[config.mk]
export PLATFORM = sky130hd
export DESIGN_NAME = ace_fetch_pktq
export DESIGN_NICKNAME = d
export VERILOG_FILES = /design/src/rtl/ace_fetch_pktq.sv
export SDC_FILE = /design/constraint.sdc
export NUM_CORES = 2
export LEC_CHECK = 0
export CORE_MARGIN = 2
export CORE_UTILIZATION = 40
export DETAILED_ROUTE_END_ITERATION = 8
export GPL_ROUTABILITY_DRIVEN = 1
export HOLD_SLACK_MARGIN = 0.12
export PLACE_DENSITY = 0.74
export SETUP_SLACK_MARGIN = 0.1
export SYNTH_ARGS = -nofsm -noshare
export SYNTH_HDL_FRONTEND = slang
export SYNTH_SLANG_ARGS = --single-unit
[constraint.sdc]
create_clock -name clock -period 3.23 [get_ports clock]
set_clock_uncertainty 0.15 [all_clocks]
set_input_delay 0.646 -clock clock [delete_from_list [all_inputs] [get_ports clock]]
set_output_delay 0.646 -clock clock [all_outputs]
set_load 0.01 [all_outputs]
[src/rtl/ace_fetch_pktq.sv]
`default_nettype none
// ============================================================================
//  Module      : ace_fetch_pktq
//  Description : Fetch-packet queue between fetch stage 1 and the decode
//                stage-0 instruction buffer. DEPTH-entry FIFO of FETCH_W-wide
//                packets with valid/ready handshakes on both sides. Slot masks
//                are trimmed after a predicted-taken branch. Packets whose
//                trimmed mask is empty are dropped. Retire flush empties the
//                queue in one cycle.
//  Revision    : 1.0  initial release
// ----------------------------------------------------------------------------
//  Optional feature macro: ACE_FETCHQ_BYPASS_EN
//    When defined, a packet arriving at an empty queue with decode ready is
//    forwarded combinationally to dec_* and is not stored.
// ----------------------------------------------------------------------------
//  Ports
//    clock          in   single clock, rising edge
//    reset_n        in   synchronous active-low reset
//    flush_i        in   retire flush, empties the queue
//    pkt_vld_i      in   fetch offers a packet
//    pkt_rdy_o      out  queue accepts a packet this cycle
//    pkt_pc_i       in   PC of slot 0
//    pkt_inst_i     in   slot k at [k*INST_W +: INST_W]
//    pkt_mask_i     in   per-slot valid from fetch
//    pkt_brtaken_i  in   predicted-taken branch in packet
//    pkt_brpos_i    in   slot of that branch
//    dec_vld_o      out  head packet valid
//    dec_rdy_i      in   decode consumes head packet
//    dec_pc_o       out  head PC
//    dec_inst_o     out  head instructions
//    dec_mask_o     out  head effective slot mask
//    count_o        out  occupancy
//    full_o         out  queue full
//    empty_o        out  queue empty
// ============================================================================
module ace_fetch_pktq #(
    parameter int FETCH_W = 8,
    parameter int DEPTH   = 4,
    parameter int PC_W    = 64,
    parameter int INST_W  = 32,
    parameter int BP_W    = $clog2(FETCH_W),
    parameter int CNT_W   = $clog2(DEPTH + 1)
) (
    input  logic                       clock,
    input  logic                       reset_n,
    input  logic                       flush_i,
    input  logic                       pkt_vld_i,
    output logic                       pkt_rdy_o,
    input  logic [PC_W-1:0]            pkt_pc_i,
    input  logic [FETCH_W*INST_W-1:0]  pkt_inst_i,
    input  logic [FETCH_W-1:0]         pkt_mask_i,
    input  logic                       pkt_brtaken_i,
    input  logic [BP_W-1:0]            pkt_brpos_i,
    output logic                       dec_vld_o,
    input  logic                       dec_rdy_i,
    output logic [PC_W-1:0]            dec_pc_o,
    output logic [FETCH_W*INST_W-1:0]  dec_inst_o,
    output logic [FETCH_W-1:0]         dec_mask_o,
    output logic [CNT_W-1:0]           count_o,
    output logic                       full_o,
    output logic                       empty_o
);

    localparam int IDX_W = $clog2(DEPTH);
    localparam int PTR_W = IDX_W + 1;
    localparam int PKT_W = FETCH_W * INST_W;

    // Pointers carry one extra wrap bit so full and empty are distinguishable.
    logic [PTR_W-1:0] wr_ptr_q, wr_ptr_d;
    logic [PTR_W-1:0] rd_ptr_q, rd_ptr_d;
    logic [CNT_W-1:0] count_q, count_d;

    logic [PC_W-1:0]    pc_q   [DEPTH];
    logic [PC_W-1:0]    pc_d   [DEPTH];
    logic [PKT_W-1:0]   inst_q [DEPTH];
    logic [PKT_W-1:0]   inst_d [DEPTH];
    logic [FETCH_W-1:0] mask_q [DEPTH];
    logic [FETCH_W-1:0] mask_d [DEPTH];

    logic [IDX_W-1:0]   w_wr_idx;
    logic [IDX_W-1:0]   w_rd_idx;
    logic               w_empty;
    logic               w_full;
    logic [FETCH_W-1:0] w_br_keep;
    logic [FETCH_W-1:0] w_eff;
    logic               w_eff_nz;
    logic               w_bypass;
    logic               w_push;
    logic               w_pop;

    assign w_wr_idx = wr_ptr_q[IDX_W-1:0];
    assign w_rd_idx = rd_ptr_q[IDX_W-1:0];
    assign w_empty  = (wr_ptr_q == rd_ptr_q);
    assign w_full   = (w_wr_idx == w_rd_idx) && (wr_ptr_q[IDX_W] != rd_ptr_q[IDX_W]);

    // Slots after a predicted-taken branch are never executed; keep 0..brpos.
    always_comb begin
        w_br_keep = '1;
        for (int k = 0; k < FETCH_W; k++) begin
            w_br_keep[k] = ~pkt_brtaken_i | (BP_W'(k) <= pkt_brpos_i);
        end
    end

    assign w_eff    = pkt_mask_i & w_br_keep;
    assign w_eff_nz = |w_eff;

    // Ready looks only at local state: no decode-to-fetch combinational path.
    assign pkt_rdy_o = reset_n & ~w_full;

`ifdef ACE_FETCHQ_BYPASS_EN
    assign w_bypass   = reset_n & w_empty & pkt_vld_i & w_eff_nz & dec_rdy_i & ~flush_i;
    assign dec_vld_o  = ~w_empty | w_bypass;
    assign dec_pc_o   = w_bypass ? pkt_pc_i   : pc_q[w_rd_idx];
    assign dec_inst_o = w_bypass ? pkt_inst_i : inst_q[w_rd_idx];
    assign dec_mask_o = w_bypass ? w_eff      : mask_q[w_rd_idx];
`else
    assign w_bypass   = 1'b0;
    assign dec_vld_o  = ~w_empty;
    assign dec_pc_o   = pc_q[w_rd_idx];
    assign dec_inst_o = inst_q[w_rd_idx];
    assign dec_mask_o = mask_q[w_rd_idx];
`endif

    // A bypassed packet is consumed by decode directly and never stored.
    assign w_push = pkt_vld_i & pkt_rdy_o & ~flush_i & w_eff_nz & ~w_bypass;
    assign w_pop  = ~w_empty & dec_rdy_i & ~flush_i;

    always_comb begin
        wr_ptr_d = wr_ptr_q;
        rd_ptr_d = rd_ptr_q;
        count_d  = count_q;
        pc_d     = pc_q;
        inst_d   = inst_q;
        mask_d   = mask_q;
        if (flush_i) begin
            wr_ptr_d = '0;
            rd_ptr_d = '0;
            count_d  = '0;
            for (int i = 0; i < DEPTH; i++) begin
                mask_d[i] = '0;
            end
        end else begin
            if (w_push) begin
                pc_d[w_wr_idx]   = pkt_pc_i;
                inst_d[w_wr_idx] = pkt_inst_i;
                mask_d[w_wr_idx] = w_eff;
                wr_ptr_d         = wr_ptr_q + PTR_W'(1);
            end
            if (w_pop) begin
                rd_ptr_d = rd_ptr_q + PTR_W'(1);
            end
            if (w_push && !w_pop) begin
                count_d = count_q + CNT_W'(1);
            end else if (w_pop && !w_push) begin
                count_d = count_q - CNT_W'(1);
            end
        end
    end

    always_ff @(posedge clock) begin
        if (!reset_n) begin
            wr_ptr_q <= '0;
            rd_ptr_q <= '0;
            count_q  <= '0;
            for (int i = 0; i < DEPTH; i++) begin
                pc_q[i]   <= '0;
                inst_q[i] <= '0;
                mask_q[i] <= '0;
            end
        end else begin
            wr_ptr_q <= wr_ptr_d;
            rd_ptr_q <= rd_ptr_d;
            count_q  <= count_d;
            pc_q     <= pc_d;
            inst_q   <= inst_d;
            mask_q   <= mask_d;
        end
    end

    assign count_o = count_q;
    assign full_o  = w_full;
    assign empty_o = w_empty;

endmodule
`default_nettype wire

==> results.ini <==
[route]
dr.first_iter.drc_count=2540
wl_met2_mm=72.8
drcViolationCount=0

[power_and_ir_drop]
p_total_mw=36.5
p_per_area_nw_per_um2=512
leakage_nw=34.7

[critical_path]
arrival_ps=2770
start_kind=register
crit_end=dec_inst_o[97]
slowest_delay_ps=530

[synthesis]
syn_nets=5442
yosysTopAreaCell=dfxtp_1

[outcome]
violations=negative setup slack
status=complete, but fails checks

[timing]
setup_tns_ps=-60780
setup_violations=474
finalWorstSetupSlack_ps=-338

[global_routing]
track_usage_pct=19.9
grt_overflow=0

[clocking]
clk_pin_slew_ps=60

[cells_and_area]
area_delta_synth_final_pct=27.1

[floorplan]
die_h_um=379

[flow_run]
cap_violations=0

power groups by stage:
stage               Clock [mW]  Sequential [mW]  Combinational (mW)
floorplan                    0             16.9                1.25
global placement             0             16.9                2.41
detailed placement           0             16.9                2.43
CTS                       17.8             16.6                2.44
global route              18.5             16.6                2.63
finish                    17.5             16.6                2.46
cell type report:
class | instances | area (sq um)
fillers | 12000 | 68100
multi-input cells | 3365 | 27300
flip-flops and latches | 1321 | 26500
repair buffers | 922 | 10000
clock buffers | 211 | 4310
well taps | 1876 | 2350
clock inverters | 50 | 805
diodes | 13 | 32.5
inverters | 6 | 22.5
flip-flops by register name, indices dropped and copies added (netlist names):
name,cells
inst_q,1024
count_o,3
mask_q,32
rd_ptr_q,3
pc_q,256
wr_ptr_q,3
worst min-delay path, cell delays in order:
cell and delay, ps:
buf_8 130, buf_4 210, nand2_1 90, mux2i_1 50
worst min-delay path by stage:
| stage | end | depth (start not counted) | startpoint |
|---|---|---|---|
| 2_1_floorplan | mask_q[10]$_SDFFE_PP0P_ | 2 | mask_q[10]$_SDFFE_PP0P_ |
| 3_3_place_gp | inst_q[196]$_SDFFE_PN0P_ | 2 | inst_q[196]$_SDFFE_PN0P_ |
| 3_5_place_dp | inst_q[439]$_SDFFE_PN0P_ | 2 | inst_q[439]$_SDFFE_PN0P_ |
| 4_1_cts | inst_q[795]$_SDFFE_PN0P_ | 4 | reset_n |
| 5_1_grt | inst_q[795]$_SDFFE_PN0P_ | 4 | reset_n |
| 6_report | inst_q[795]$_SDFFE_PN0P_ | 4 | reset_n |
logic make-up (layout without fill, tap and decap cells):
family                     Yosys count  after routing  share of synthesized area (%)
and+or+nand+nor                   1684           1684                           11.5
muxes                             1630           1630                           36.4
xor gates and xnor gates             7              7                          0.109
buffers and inverters              412           1189                           4.34
DFF                               1321           1321                           47.1
adders and majority gates            7              7                          0.169
AOI/OAI and AO/OA                   37             37                          0.366
other                                0             13                              0
layout by cell type, fill, tap and decap left out, types with 2 or more instances in the layout:
cell / Yosys / layout
and2_1: 4 / 2
clkbuf_2: 0 / 44
inv_1: 6 / 5
buf_12: 22 / 89
dlygate4sd2_1: 0 / 23
mux2i_1: 1302 / 1302
xnor2_1: 3 / 3
nand2b_1: 2 / 2
nand2_1: 1629 / 1629
bufinv_16: 0 / 17
ha_1: 6 / 5
xor2_1: 4 / 4
dfxtp_1: 1321 / 1319
clkinvlp_4: 0 / 4
buf_8: 0 / 4
inv_6: 0 / 6
o21ai_0: 16 / 16
nor2_1: 6 / 6
clkinv_8: 0 / 4
buf_4: 63 / 128
mux4_2: 328 / 328
nand4_1: 4 / 4
buf_2: 21 / 3
clkbuf_1: 218 / 28
dfxtp_4: 0 / 2
and4_1: 4 / 4
clkinv_4: 0 / 3
nand2_8: 0 / 4
dlymetal6s2s_1: 0 / 51
diode_2: 0 / 13
a21oi_1: 15 / 15
a221oi_1: 2 / 2
clkbuf_16: 0 / 158
buf_6: 36 / 16
clkinv_2: 0 / 14
buf_16: 0 / 12
nand3_1: 21 / 21
clkdlybuf4s50_1: 0 / 544
clkbuf_8: 0 / 33
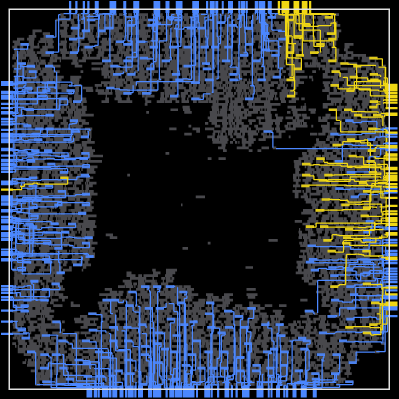
(images/port_trees.png)
Drawn at 1 px/um.
Key: yellow = dec_pc_o [bits 64, direction output, edge 49 east, 14 north, 1 west, end cells 64, wire 3,270 um]; blue = dec_inst_o [bits 256, direction output, edge 91 south, 70 west, 63 north, 32 east, end cells 256, wire 15,000 um]
Buffers on Ports: 671
io pins: 672

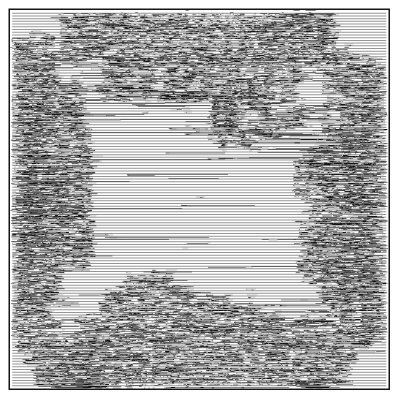
(images/m1.png)
Drawn at 1 px/um. Supply wires on this layer in grey.
The layer carries 63.5 mm of wire. The wires run mostly horizontal. 5,733 nets have wire on it. The layer holds 43% of the routed length.
DR vias: 39,900
Total Wirelength: 149 mm
M1 GR Usage: 25.5%

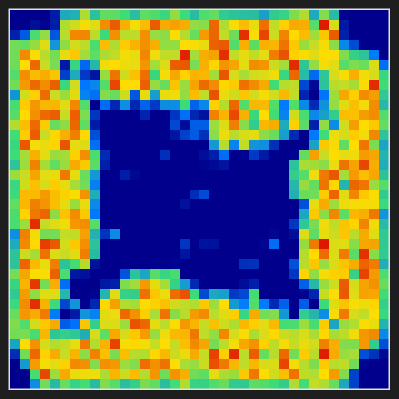
(images/util_map.png)
Drawn at 1 px/um. The die is cut into 38 by 38 equal tiles; dark blue is low, red is high, 0 to 100% covered.
The mean over all tiles is 48%. 22% of the tiles are nearly empty. The fullest tile reaches 98%.
final core utilization: 51.2%
Core Area: 139,000 sq um
starting density of the core: 40.3%

Power and IR drop assume default switching activity.
